==> images/sizing.png <==
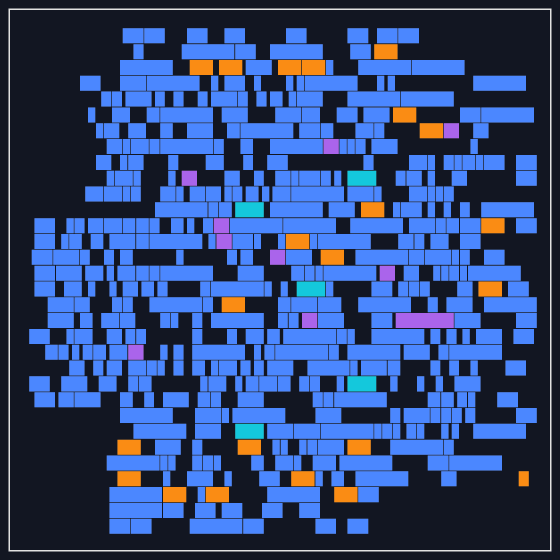
==> images/m3.png <==
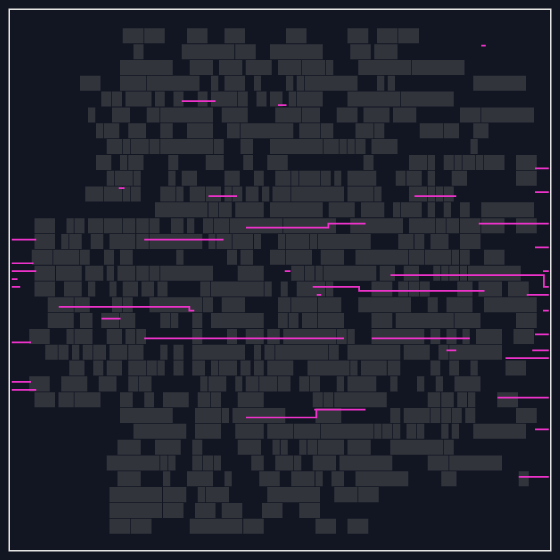
==> images/gates.png <==
Bar = 20 um.
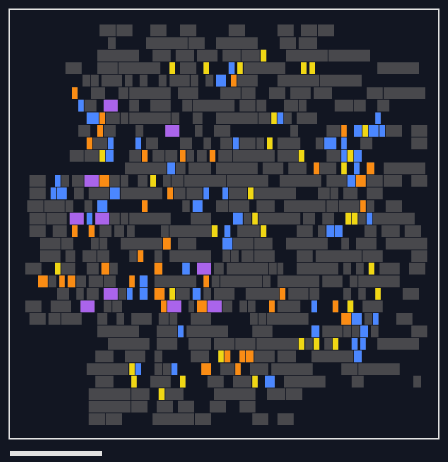
`config.mk`:
```
export PLATFORM = sky130hd
export DESIGN_NAME = fme_satd_select
export DESIGN_NICKNAME = d
export VERILOG_FILES = /design/src/rtl/fme_pkg.sv /design/src/rtl/fme_sat_acc.sv /design/src/rtl/fme_satd_select.sv
export SDC_FILE = /design/constraint.sdc
export NUM_CORES = 1
export LEC_CHECK = 0
export ABC_CLOCK_PERIOD_IN_PS = 3350
export CORE_MARGIN = 2
export CORE_UTILIZATION = 48
export DETAILED_ROUTE_END_ITERATION = 7
export PLACE_DENSITY = 0.72
export SETUP_SLACK_MARGIN = 0.02
export SYNTH_ARGS = -nofsm -noshare
export SYNTH_HDL_FRONTEND = slang
export SYNTH_SLANG_ARGS = --single-unit
```
`constraint.sdc`:
```
create_clock -name clk -period 3.35 [get_ports clk]
set_input_delay 0.5025 -clock clk [delete_from_list [all_inputs] [get_ports clk]]
set_output_delay 0.5025 -clock clk [all_outputs]
set_load 0.05 [all_outputs]
```
`src/rtl/fme_pkg.sv`:
```
// +--------------------------------------------------------------------------+
// | Module  : fme_pkg                                                        |
// | Brief   : Shared constants, FSM state type and grid helper for the FME   |
// |           SATD candidate selector.                                       |
// | Revision: 1.0                                                            |
// +--------------------------------------------------------------------------+
`timescale 1ns/1ps
`default_nettype none

package fme_pkg;

  localparam int FME_NCAND  = 9;
  localparam int FME_NBLK   = 16;
  localparam int FME_SATD_W = 16;
  localparam int FME_ACC_W  = 20;

  localparam logic [3:0] CENTRE_IDX = 4'd4;

  typedef enum logic [1:0] {
    IDLE    = 2'd0,
    ACCUM   = 2'd1,
    COMPARE = 2'd2,
    DONE    = 2'd3
  } fme_sel_state_t;

  // Manhattan distance of a 3x3 half-pel grid position from the centre.
  function automatic logic [1:0] cand_dist(input logic [3:0] idx);
    logic [3:0] col;
    logic [3:0] row;
    logic [1:0] dc;
    logic [1:0] dr;
    col = idx % 4'd3;
    row = idx / 4'd3;
    dc  = (col == 4'd1) ? 2'd0 : 2'd1;
    dr  = (row == 4'd1) ? 2'd0 : 2'd1;
    if (idx == CENTRE_IDX) begin
      return 2'd0;
    end
    return dc + dr;
  endfunction

endpackage

`default_nettype wire

```
`src/rtl/fme_sat_acc.sv`:
```
// +--------------------------------------------------------------------------+
// | Module  : fme_sat_acc                                                    |
// | Brief   : Combinational saturating W-bit adder with synchronous-use clear.|
// | Revision: 1.0                                                            |
// +--------------------------------------------------------------------------+
`timescale 1ns/1ps
`default_nettype none

module fme_sat_acc #(
  parameter int W = 20
) (
  input  logic         clr_i,
  input  logic [W-1:0] a_i,
  input  logic [W-1:0] b_i,
  output logic [W-1:0] sum_o
);

  logic [W:0] w_full;

  assign w_full = {1'b0, a_i} + {1'b0, b_i};

  always_comb begin
    sum_o = w_full[W-1:0];
    if (clr_i) begin
      sum_o = '0;
    end else if (w_full[W]) begin
      sum_o = {W{1'b1}};
    end
  end

endmodule

`default_nettype wire

```
`src/rtl/fme_satd_select.sv`:
```
// +--------------------------------------------------------------------------+
// | Module  : fme_satd_select                                                |
// | Brief   : Sums NBLK 4x4 SATD beats per FME candidate and reports the     |
// |           lowest-cost candidate. Define FME_MVCOST_EN to add the         |
// |           lambda-weighted MV distance penalty to each cost.              |
// | Revision: 1.0                                                            |
// +--------------------------------------------------------------------------+
`timescale 1ns/1ps
`default_nettype none

module fme_satd_select
  import fme_pkg::*;
#(
  parameter int NCAND  = FME_NCAND,
  parameter int NBLK   = FME_NBLK,
  parameter int SATD_W = FME_SATD_W,
  parameter int ACC_W  = FME_ACC_W
) (
  input  logic              clk,
  input  logic              rst,
  input  logic              start,
  input  logic              satd_valid,
  output logic              satd_ready,
  input  logic [SATD_W-1:0] satd_in,
  input  logic [7:0]        lambda,
  output logic              busy,
  output logic              done,
  output logic [3:0]        best_idx,
  output logic [ACC_W-1:0]  best_cost
);

  localparam int BLK_W = (NBLK > 1) ? $clog2(NBLK) : 1;

  fme_sel_state_t   state_q, state_d;
  logic [ACC_W-1:0] acc_q, acc_d;
  logic [ACC_W-1:0] best_cost_q, best_cost_d;
  logic [BLK_W-1:0] blk_cnt_q, blk_cnt_d;
  logic [3:0]       cand_cnt_q, cand_cnt_d;
  logic [3:0]       best_idx_q, best_idx_d;

  logic             w_acc_clr;
  logic             w_beat;
  logic [ACC_W-1:0] w_satd_ext;
  logic [ACC_W-1:0] w_acc_sum;
  logic [ACC_W-1:0] w_cost;

  assign w_satd_ext = ACC_W'(satd_in);

  fme_sat_acc #(.W(ACC_W)) u_acc (
    .clr_i (w_acc_clr),
    .a_i   (acc_q),
    .b_i   (w_satd_ext),
    .sum_o (w_acc_sum)
  );

`ifdef FME_MVCOST_EN
  logic [9:0]       w_pen;
  logic [ACC_W-1:0] w_pen_ext;

  assign w_pen     = {2'b00, lambda} * {8'd0, cand_dist(cand_cnt_q)};
  assign w_pen_ext = ACC_W'(w_pen);

  fme_sat_acc #(.W(ACC_W)) u_pen (
    .clr_i (1'b0),
    .a_i   (acc_q),
    .b_i   (w_pen_ext),
    .sum_o (w_cost)
  );
`else
  logic w_unused_lambda;

  assign w_unused_lambda = ^lambda;
  assign w_cost          = acc_q;
`endif

  always_comb begin
    state_d     = state_q;
    blk_cnt_d   = blk_cnt_q;
    cand_cnt_d  = cand_cnt_q;
    best_idx_d  = best_idx_q;
    best_cost_d = best_cost_q;
    w_acc_clr   = 1'b0;
    w_beat      = 1'b0;
    satd_ready  = 1'b0;
    busy        = 1'b0;
    done        = 1'b0;

    case (state_q)
      IDLE: begin
        if (start) begin
          state_d    = ACCUM;
          w_acc_clr  = 1'b1;
          blk_cnt_d  = '0;
          cand_cnt_d = '0;
        end
      end
      ACCUM: begin
        satd_ready = 1'b1;
        busy       = 1'b1;
        if (satd_valid) begin
          w_beat    = 1'b1;
          blk_cnt_d = blk_cnt_q + 1'b1;
          if (blk_cnt_q == BLK_W'(NBLK - 1)) begin
            blk_cnt_d = '0;
            state_d   = COMPARE;
          end
        end
      end
      COMPARE: begin
        busy = 1'b1;
        // Strict less-than: on a tie the earlier (lower) index is kept.
        if ((cand_cnt_q == 4'd0) || (w_cost < best_cost_q)) begin
          best_idx_d  = cand_cnt_q;
          best_cost_d = w_cost;
        end
        if (cand_cnt_q == 4'(NCAND - 1)) begin
          state_d = DONE;
        end else begin
          cand_cnt_d = cand_cnt_q + 4'd1;
          w_acc_clr  = 1'b1;
          blk_cnt_d  = '0;
          state_d    = ACCUM;
        end
      end
      DONE: begin
        done    = 1'b1;
        state_d = IDLE;
      end
      default: begin
        state_d = IDLE;
      end
    endcase
  end

  assign acc_d = (w_acc_clr || w_beat) ? w_acc_sum : acc_q;

  always_ff @(posedge clk or negedge rst) begin
    if (!rst) begin
      state_q     <= IDLE;
      acc_q       <= '0;
      blk_cnt_q   <= '0;
      cand_cnt_q  <= '0;
      best_idx_q  <= '0;
      best_cost_q <= '0;
    end else begin
      state_q     <= state_d;
      acc_q       <= acc_d;
      blk_cnt_q   <= blk_cnt_d;
      cand_cnt_q  <= cand_cnt_d;
      best_idx_q  <= best_idx_d;
      best_cost_q <= best_cost_d;
    end
  end

  assign best_idx  = best_idx_q;
  assign best_cost = best_cost_q;

endmodule

`default_nettype wire

```
==> datasheet_impl.txt <==
Implementation parameters

Parameter                              Value

Cells and area
  Area growth from synthesis to final layout    17.37%
  Most numerous logic cells after layout    sky130_fd_sc_hd__dfrtp_1 (54), sky130_fd_sc_hd__clkdlybuf4s50_1 (45), sky130_fd_sc_hd__ha_1 (43), sky130_fd_sc_hd__o21ai_0 (42), sky130_fd_sc_hd__inv_1 (34)
  Number of clock buffers in the layout    7
  Sequential standard cell area    1351 um^2
  Final non-clock buffer share    11.76%
  Clock network share of area    1.716%
  Sequential share of cell area    a little under a third

Logic synthesis
  Seq share, synth    between 30% and 40%
  Mean cell area of the mapped netlist    between 9 and 10 um^2
  Dominant comb cell    AND-OR/OR-AND gates
  Area fraction in compound gates after synthesis    21.14%
  Count of cell types in the netlist    51
  Yosys Chip Area    3789 um^2
  Main synth FF type    sky130_fd_sc_hd__dfrtp_1
  Proportion of synthesized area in mux cells    a little over 8%
  Area share of and/or/nand/nor cells after synthesis    about an eighth

Power
  Seq power    1.06 mW
  Power attributed to the clock group    353 uW
  Highest-power group    combinational logic

Drt
  WL met3    286 um
  Met2 wirelength from detailed routing    4205 um
  Topmost layer with routed signal wires    met4
  First-pass iteration count of the detailed router    4

Setup path
  Longest individual stage delay on the worst path    0.42 ns
  Cells traversed along the worst timing path    clkdlybuf4s50_1 -> ha_1 -> fa_1 -> a21oi_1 -> nor2_1 -> o211ai_1 -> a21oi_1 -> nor2_1 -> buf_4 -> a31oi_1
  Delay-heaviest family, CP    AND-OR/OR-AND gates
  Crit path max fanout    10

Worst hold path
  Kind of path behind the tightest hold check    input pin to async pin

Die
  Initial Utilization    49.28%
  Area of the die    8619 um^2

STA
  Count of pins over their slew limit    0
  Clock period minus worst slack    2.838 ns

Placement
  Cell area reported after detailed placement    4370 um^2
  Place WS    0.2297 ns

Outcome
  Result of the run    finished clean

Global route
  Total routing resource utilization after global routing    21.30%
  Wire length of the first global-routing pass    around 15000 um

Clock tree
  TritonCTS clock tree    yes
-- sizing.png (at the start) --
blue -> x1 and smaller  # cells 421, share 92%, most used dfrtp_1
cyan -> x6 and larger  # cells 5, share 1.1%, most used clkbuf_8
orange -> x2  # cells 22, share 4.8%, most used mux2_2
purple -> x3 and x4  # cells 10, share 2.2%, most used buf_4
final instance area: 4447 um^2
minimum setup slack in the final design: 0.5124 ns

-- m3.png (at the start) --
share of all routed wire = 3.3%
longest straight run = 34.0 um
nets with wire on the layer = 33
main direction = horizontal
wire length on this layer = 286 um

-- gates.png (at the start) --
orange -> nor cells  # cells 39
yellow -> inv cells  # cells 34
blue -> nand cells  # cells 52
purple -> xor and xnor cells  # cells 10

Power is estimated from default activity; no workload was simulated.
